Fig. 1: nets reached from selected ports
Drawn at 2 px/um.
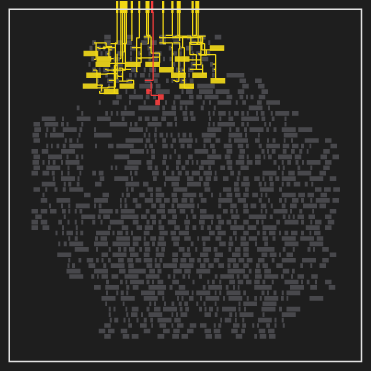
Fig. 2: sizing map
Drawn at 2 px/um.
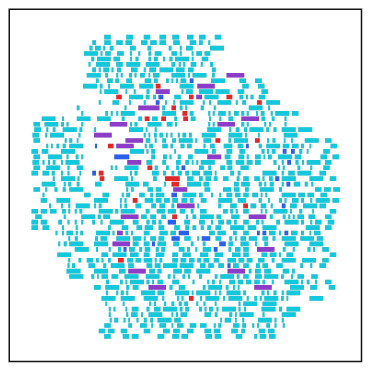
Fig. 3: placed standard cells
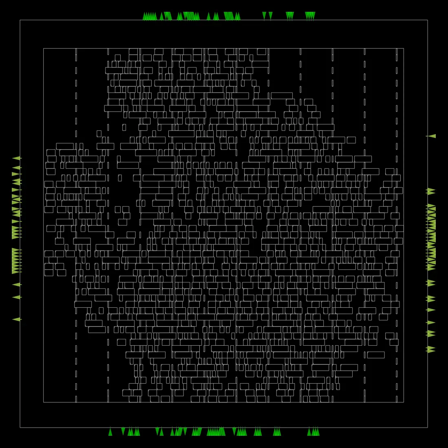
Fig. 4: cell area per tile
Drawn at 2 px/um. 18 x 18 tiles, from dark blue (low) to red (high), 0 to 100% covered.
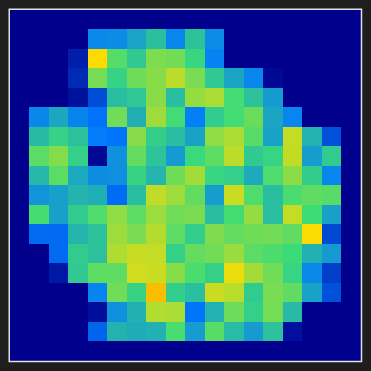
--- config.mk ---
export PLATFORM = sky130hd
export DESIGN_NAME = fp_compare_unit
export DESIGN_NICKNAME = d
export VERILOG_FILES = /design/src/rtl/fp_compare_unit.sv
export SDC_FILE = /design/constraint.sdc
export NUM_CORES = 1
export LEC_CHECK = 0
export CAP_MARGIN = 40
export CELL_PAD_IN_SITES_DETAIL_PLACEMENT = 1
export CELL_PAD_IN_SITES_GLOBAL_PLACEMENT = 2
export CORE_MARGIN = 10
export CORE_UTILIZATION = 30
export DETAILED_ROUTE_END_ITERATION = 8
export PLACE_DENSITY = 0.9
export SYNTH_ARGS = -nofsm -noshare
export SYNTH_HDL_FRONTEND = slang
export SYNTH_SLANG_ARGS = --single-unit
--- constraint.sdc ---
create_clock -name clk -period 3.7 [get_ports clk]
set_input_delay 0.74 -clock clk [delete_from_list [all_inputs] [get_ports clk]]
set_output_delay 0.74 -clock clk [all_outputs]
set_load 0.05 [all_outputs]
--- src/rtl/fp_compare_unit.sv ---
`default_nettype none
// +------------------------------------------------------------------------+
// | Module   : fp_compare_unit                                             |
// | Purpose  : Two-stage IEEE 754 single-precision compare / min / max     |
// |            unit with valid/ready flow control, per-op tag passthrough  |
// |            and a saturating invalid-operation counter.                 |
// | Ports    : clk, rst (sync, active-high)                                |
// |            in_valid/in_ready, in_op[2:0], in_a, in_b, in_tag  (input)  |
// |            out_valid/out_ready, out_result, out_invalid, out_tag       |
// |            inv_count (saturating), inv_count_clr (sync clear)          |
// | Config   : define OPENGPU_FP_FTZ_EN to flush denormal operands to a    |
// |            signed zero in S1 (results are flushed too).                |
// | Revision : 1.0 - initial release                                       |
// +------------------------------------------------------------------------+
module fp_compare_unit #(
  parameter int TAG_WIDTH = 8,
  parameter int CNT_WIDTH = 16
) (
  input  logic                 clk,
  input  logic                 rst,
  input  logic                 in_valid,
  output logic                 in_ready,
  input  logic [2:0]           in_op,
  input  logic [31:0]          in_a,
  input  logic [31:0]          in_b,
  input  logic [TAG_WIDTH-1:0] in_tag,
  output logic                 out_valid,
  input  logic                 out_ready,
  output logic [31:0]          out_result,
  output logic                 out_invalid,
  output logic [TAG_WIDTH-1:0] out_tag,
  output logic [CNT_WIDTH-1:0] inv_count,
  input  logic                 inv_count_clr
);

  localparam logic [2:0]  c_OP_FEQ    = 3'd0;
  localparam logic [2:0]  c_OP_FLT    = 3'd1;
  localparam logic [2:0]  c_OP_FLE    = 3'd2;
  localparam logic [2:0]  c_OP_FMIN   = 3'd3;
  localparam logic [2:0]  c_OP_FMAX   = 3'd4;
  localparam logic [31:0] c_CANON_NAN = 32'h7FC0_0000;
  localparam logic [CNT_WIDTH-1:0] c_CNT_ONE = {{(CNT_WIDTH-1){1'b0}}, 1'b1};

  typedef enum logic [2:0] {
    CLS_ZERO   = 3'd0,
    CLS_DENORM = 3'd1,
    CLS_NORMAL = 3'd2,
    CLS_INF    = 3'd3,
    CLS_QNAN   = 3'd4,
    CLS_SNAN   = 3'd5
  } fp_class_e;

  function automatic fp_class_e classify(input logic [31:0] x);
    fp_class_e c;
    if (x[30:23] == 8'hFF) begin
      if (x[22:0] == 23'd0) c = CLS_INF;
      else if (x[22])       c = CLS_QNAN;
      else                  c = CLS_SNAN;
    end else if (x[30:23] == 8'h00) begin
      c = (x[22:0] == 23'd0) ? CLS_ZERO : CLS_DENORM;
    end else begin
      c = CLS_NORMAL;
    end
    return c;
  endfunction

  // Denormal handling at the S1 input; with flushing enabled the stored
  // operand itself is the signed zero, so min/max return flushed values.
  function automatic logic [31:0] flush_den(input logic [31:0] x);
`ifdef OPENGPU_FP_FTZ_EN
    return (x[30:23] == 8'h00) ? {x[31], 31'd0} : x;
`else
    return x;
`endif
  endfunction

  // Monotonic unsigned key over non-NaN values: negatives are bit-inverted,
  // positives get the top bit set. This orders -0 just below +0, which is
  // what min/max need; the compares treat the two zeros as equal separately.
  function automatic logic [31:0] ord_key(input logic [31:0] x);
    return x[31] ? ~x : {1'b1, x[30:0]};
  endfunction

  // ---------------- state ----------------
  logic                 s1_valid_q, s1_valid_d;
  logic [2:0]           s1_op_q,    s1_op_d;
  logic [31:0]          s1_a_q,     s1_a_d;
  logic [31:0]          s1_b_q,     s1_b_d;
  logic [TAG_WIDTH-1:0] s1_tag_q,   s1_tag_d;
  fp_class_e            s1_cls_a_q, s1_cls_a_d;
  fp_class_e            s1_cls_b_q, s1_cls_b_d;

  logic                 s2_valid_q,   s2_valid_d;
  logic [31:0]          s2_result_q,  s2_result_d;
  logic                 s2_invalid_q, s2_invalid_d;
  logic [TAG_WIDTH-1:0] s2_tag_q,     s2_tag_d;

  logic [CNT_WIDTH-1:0] inv_count_q, inv_count_d;

  // ---------------- flow control ----------------
  logic s2_adv;
  logic s1_adv;
  logic accept;
  logic in_ready_w;

  always_comb begin
    s2_adv     = !s2_valid_q || out_ready;
    s1_adv     = s1_valid_q && s2_adv;
    in_ready_w = !rst && (!s1_valid_q || s2_adv);
    accept     = in_valid && in_ready_w;
  end

  // ---------------- S1 next state ----------------
  logic [31:0] a_flushed;
  logic [31:0] b_flushed;

  always_comb begin
    a_flushed  = flush_den(in_a);
    b_flushed  = flush_den(in_b);
    s1_valid_d = s1_valid_q;
    s1_op_d    = s1_op_q;
    s1_a_d     = s1_a_q;
    s1_b_d     = s1_b_q;
    s1_tag_d   = s1_tag_q;
    s1_cls_a_d = s1_cls_a_q;
    s1_cls_b_d = s1_cls_b_q;
    if (accept) begin
      s1_valid_d = 1'b1;
      s1_op_d    = in_op;
      s1_a_d     = a_flushed;
      s1_b_d     = b_flushed;
      s1_tag_d   = in_tag;
      s1_cls_a_d = classify(a_flushed);
      s1_cls_b_d = classify(b_flushed);
    end else if (s1_adv) begin
      s1_valid_d = 1'b0;
    end
  end

  // ---------------- S2 compute ----------------
  logic        a_nan, b_nan, any_nan, any_snan, both_zero;
  logic        eq, lt;
  logic [31:0] lesser, greater;
  logic [31:0] res;
  logic        inv;

  always_comb begin
    a_nan     = (s1_cls_a_q == CLS_QNAN) || (s1_cls_a_q == CLS_SNAN);
    b_nan     = (s1_cls_b_q == CLS_QNAN) || (s1_cls_b_q == CLS_SNAN);
    any_nan   = a_nan || b_nan;
    any_snan  = (s1_cls_a_q == CLS_SNAN) || (s1_cls_b_q == CLS_SNAN);
    both_zero = (s1_cls_a_q == CLS_ZERO) && (s1_cls_b_q == CLS_ZERO);
    eq        = both_zero || (s1_a_q == s1_b_q);
    lt        = !both_zero && (ord_key(s1_a_q) < ord_key(s1_b_q));
    lesser    = (ord_key(s1_a_q) < ord_key(s1_b_q)) ? s1_a_q : s1_b_q;
    greater   = (ord_key(s1_a_q) < ord_key(s1_b_q)) ? s1_b_q : s1_a_q;
    res       = 32'd0;
    inv       = 1'b0;
    case (s1_op_q)
      c_OP_FEQ: begin
        res = {31'd0, !any_nan && eq};
        inv = any_snan;
      end
      c_OP_FLT: begin
        res = {31'd0, !any_nan && lt};
        inv = any_nan;
      end
      c_OP_FLE: begin
        res = {31'd0, !any_nan && (lt || eq)};
        inv = any_nan;
      end
      c_OP_FMIN, c_OP_FMAX: begin
        if (a_nan && b_nan)  res = c_CANON_NAN;
        else if (a_nan)      res = s1_b_q;
        else if (b_nan)      res = s1_a_q;
        else                 res = (s1_op_q == c_OP_FMIN) ? lesser : greater;
        inv = any_snan;
      end
      default: begin
        res = 32'd0;
        inv = 1'b1;
      end
    endcase
  end

  // ---------------- S2 next state and counter ----------------
  always_comb begin
    s2_valid_d   = s2_valid_q;
    s2_result_d  = s2_result_q;
    s2_invalid_d = s2_invalid_q;
    s2_tag_d     = s2_tag_q;
    if (s2_adv) begin
      s2_valid_d = s1_valid_q;
      if (s1_valid_q) begin
        s2_result_d  = res;
        s2_invalid_d = inv;
        s2_tag_d     = s1_tag_q;
      end
    end

    inv_count_d = inv_count_q;
    if (inv_count_clr) begin
      inv_count_d = '0;
    end else if (s2_valid_q && out_ready && s2_invalid_q && (inv_count_q != '1)) begin
      inv_count_d = inv_count_q + c_CNT_ONE;
    end
  end

  always_ff @(posedge clk) begin
    if (rst) begin
      s1_valid_q   <= 1'b0;
      s1_op_q      <= 3'd0;
      s1_a_q       <= 32'd0;
      s1_b_q       <= 32'd0;
      s1_tag_q     <= '0;
      s1_cls_a_q   <= CLS_ZERO;
      s1_cls_b_q   <= CLS_ZERO;
      s2_valid_q   <= 1'b0;
      s2_result_q  <= 32'd0;
      s2_invalid_q <= 1'b0;
      s2_tag_q     <= '0;
      inv_count_q  <= '0;
    end else begin
      s1_valid_q   <= s1_valid_d;
      s1_op_q      <= s1_op_d;
      s1_a_q       <= s1_a_d;
      s1_b_q       <= s1_b_d;
      s1_tag_q     <= s1_tag_d;
      s1_cls_a_q   <= s1_cls_a_d;
      s1_cls_b_q   <= s1_cls_b_d;
      s2_valid_q   <= s2_valid_d;
      s2_result_q  <= s2_result_d;
      s2_invalid_q <= s2_invalid_d;
      s2_tag_q     <= s2_tag_d;
      inv_count_q  <= inv_count_d;
    end
  end

  assign in_ready    = in_ready_w;
  assign out_valid   = s2_valid_q;
  assign out_result  = s2_result_q;
  assign out_invalid = s2_invalid_q;
  assign out_tag     = s2_tag_q;
  assign inv_count   = inv_count_q;

endmodule
`default_nettype wire
==> notes.md <==
run metrics: worst setup path endpoint out_result[8], YS warnings 0, num ports ~140, met3 wire len 1340 um, Layout Nets roughly 1100, final hold vios 0, number of global-route vias before repair 7117, fmax 305 MHz, dpl cells 1319, EDFF count, synth 0, CP startpoint s1_a_q[31], Crit path arrival time roughly 3.6 ns, slowest cell delay on critical path 0.37 ns, Dominant flop cell dfxtp_1, post-synth net total 1005, Yosys reg bits around 140, clk_buf instances 18, GPL Wtd Cong 0.831, Bufs and invs on worst path 2, Slowest cell on crit path nor4_4, Via density approximately 4.9, final std cells w/o fill 1351, met2 usage between 20% and 30%, logic area 4220 sq um, tool warning count 26, busiest grt layer met2, status finished, final reports clean, Root Buffer clkbuf_16, Critical Path Fanout Max 33, share of layout cells above drive strength 1 7.17%, registers around 140, Slew headroom a little over half, post-route cell area 9560 sq um, grt total ovfl 0, Comb/total area 44.2%, R2R Path Start s1_a_q[31], # hold bufs at CTS 0, Seq share, synth 38.7%, clk buf depth 2, drt drc 0, post-DP HPWL between 15000 and 20000 um, Signal inverters 5, first-pass GRT wire length 39800 um, setup repair bufs after CTS 0, clock transition at the registers of the reported paths 0.06 ns, Final Max Slew Viols 0, Setup crit start kind flop, Clock buf/inv share 5.77%, Area growth, synth to finish 31.9%, FF-to-FF setup slack 0.42 ns, initial antenna violation count 0, Routed Antenna Nets 0, Routed WL 24900 um, non-clock buffer count 156, Skew-Pair Late Insertion Delay 0.43 ns, post-layout minimum cycle time 3.28 ns, DRT Pass-1 Iters 4, M1 wire length 11700 um, crit path capture type flop, Final setup viols 0, reg2reg end out_result[8], CTS tree yes, buffering overhead 16.4%, TNS Setup 0 ns, Reg2Reg Depth 12, largest cell class by area logic gates, worst-case clock skew 0.0113 ns, DIE AREA 30800 sq um, CP Depth 12, Peak VDD IR 275 uV, Critical Path RT 4.00 ns, number of buffers added on ports 138, Async S/R FF share, synth 0%, pin count of the biggest net entering global routing 38, LEAKAGE 3.92 nW, CP Cell Sequence buf_12 -> xor2_1 -> ha_1 -> a21o_1 -> a211oi_2 -> nor4b_2 -> a211oi_2 -> a21oi_2 -> nor4_4 -> buf_12 -> mux2i_1 -> o21ai_1, die height ~180 um, family with the most delay on the worst path AND-OR/OR-AND gates, Combinational Gates between 600 and 700, Chip Area, Yosys slightly above 7000 sq um, met2 WL around 11000 um, Sequential Area between 2000 and 3000 sq um, Cells after Synth between 800 and 900, Setup CP Type reg -> reg, Max Used Layer met4, Clock Sinks 140, Max Cap Viol 0, cycle use final 88.6%, DR WL/cell 18.4 um, row count 56, cts bufs inserted 17, Cell Type Count approximately 47, Slew @ Worst Pin about 0.7 ns, Placed Area 9010 sq um, RSZ-0062 raised after global routing no, H-Tree Depth 4, yosys cell count slightly below 900, via count between 6000 and 7000, Hold/Removal Path Class reg -> reg, routing usage on met1 20.7%, initial DRC count between 300 and 400, area of the mapped netlist 7250 sq um, Overall Global Routing Usage 16.1%, Avg Synthesized Cell Area a little over 8 sq um, n_diodes 0
Notes on Fig. 1 above:
legend:
  red:
    port: in_valid
    direction: input
    edge: top
    end_cells: 3
    buffers: 1
    wire: 55.3 um
  yellow:
    port: inv_count
    direction: output
    edge: top
    end_cells: 16
    buffers: 16
    wire: 801 um

Notes on Fig. 2 above:
legend:
  red:
    size: x3 and x4
    cells: 23
    share: 2.2%
  cyan:
    size: x1 and smaller
    cells: 958
    share: 93%
  blue:
    size: x2
    cells: 27
    share: 2.6%
  purple:
    size: x6 and larger
    cells: 24
    share: 2.3%

Notes on Fig. 3 above:
Tap Cells: 319
core area: 23600 sq um
Fillers: 2804
fraction of area in registers: 29.3%

Notes on Fig. 4 above:
densest ninth of the die: middle
tiles over 75% full: 0.60%
nearly empty tiles: 35%
mean over tiles: 30%
Core Util, Final: 40.5%
Initial Util: 30.7%

==> per-stage QoR <==
step | power, mW | hold slack [ns] | setup WS, ns
floorplan | 2.33 | 0.425 | 0.515
global placement | 2.63 | 0.437 | 0.653
detailed placement | 2.65 | 0.442 | 0.484
CTS | 4.29 | 0.450 | 0.462
global route | 4.46 | 0.469 | 0.252
finish | 4.25 | 0.447 | 0.420
==> worst min path at each step <==
stage                               from              to  slack (ns)  cells after the start
after detailed placement  out_result[23]  out_result[23]        0.44                      2
after CTS                 out_result[23]  out_result[23]        0.45                      2
after floorplan            s1_cls_a_q[2]   s1_cls_a_q[2]        0.43                      2
after global routing      out_result[28]  out_result[28]        0.47                      2
after global placement       s1_tag_q[4]      out_tag[4]        0.44                      2
final                     out_result[23]  out_result[23]        0.45                      2
==> worst register-to-register path, stage by stage (launching register included) <==
cell and delay, ns:
dfxtp_1 0.36, buf_12 0.24, xor2_1 0.24, ha_1 0.28, a21o_1 0.22, a211oi_2 0.24, nor4b_2 0.08, a211oi_2 0.34
a21oi_2 0.14, nor4_4 0.37, buf_12 0.29, mux2i_1 0.27, o21ai_1 0.08
==> cells in the final DEF (no fill, tap or decap), drive strengths merged, types with 7 or more instances in the layout <==
cell / n
nand2: 225
dfxtp: 140
clkdlybuf4s50: 137
nand3: 82
xor2: 63
o21ai: 45
xnor2: 42
nor2: 35
ha: 32
mux2i: 31
nor4: 27
a21oi: 24
buf: 19
clkbuf: 18
nand4: 17
or2: 10
clkinv: 9
nor3: 7
a211oi: 7
inv: 7
==> power by group <==
group          switching (mW)  total [mW]  internal (mW)
sequential              0.100        1.68           1.58
combinational           0.512       0.949          0.437
clock                   0.702        1.63          0.925
total                    1.31        4.25           2.94
==> Yosys cell counts, types with 2 or more instances <==
master	instances	area share (%)
nor2b_1	6	0.52
buf_2	3	0.21
a32o_1	2	0.28
a31oi_1	2	0.17
or3_1	6	0.52
o31ai_1	3	0.31
nand4_1	17	1.5
buf_6	3	0.47
o22ai_1	2	0.17
and4_1	2	0.24
mux2i_1	31	4.3
dfxtp_1	140	39
nand2b_1	4	0.35
xnor2_1	42	5.1
o2111a_1	2	0.31
nor3_1	7	0.48
or2_2	10	0.86
o21ai_1	31	2.1
buf_1	14	0.73
or4_1	3	0.31
a211oi_1	5	0.52
o211ai_1	3	0.31
a21o_1	4	0.41
a211oi_2	2	0.35
a21oi_1	23	1.6
inv_1	5	0.26
nor4_1	25	2.2
ha_1	32	5.5
nand3_1	81	5.6
xor2_1	63	7.6
o21ai_0	14	0.97
and3_1	5	0.43
nand2_1	224	12
clkbuf_1	29	1.5
and2_1	2	0.17
nor2_1	35	1.8
==> sequential cells by signal (all words and copies together), names as in the netlist <==
name / flops
s1_op_q: 3
out_valid: 1
s1_valid_q: 1
s1_cls_a_q: 3
s1_cls_b_q: 3
inv_count: 16
s1_a_q: 32
out_result: 32
s1_tag_q: 8
out_invalid: 1
s1_b_q: 32
out_tag: 8
==> cell families after synthesis <==
group / after synthesis / synth area share (%)
simple gates: 434 / 27.7
flops: 140 / 38.7
xor+xnor: 105 / 12.7
compound gates: 97 / 7.99
buf+inv: 54 / 3.16
fa+ha+maj: 32 / 5.52
mux: 31 / 4.28
No activity file was given, so power comes from the tool's default toggle rates.
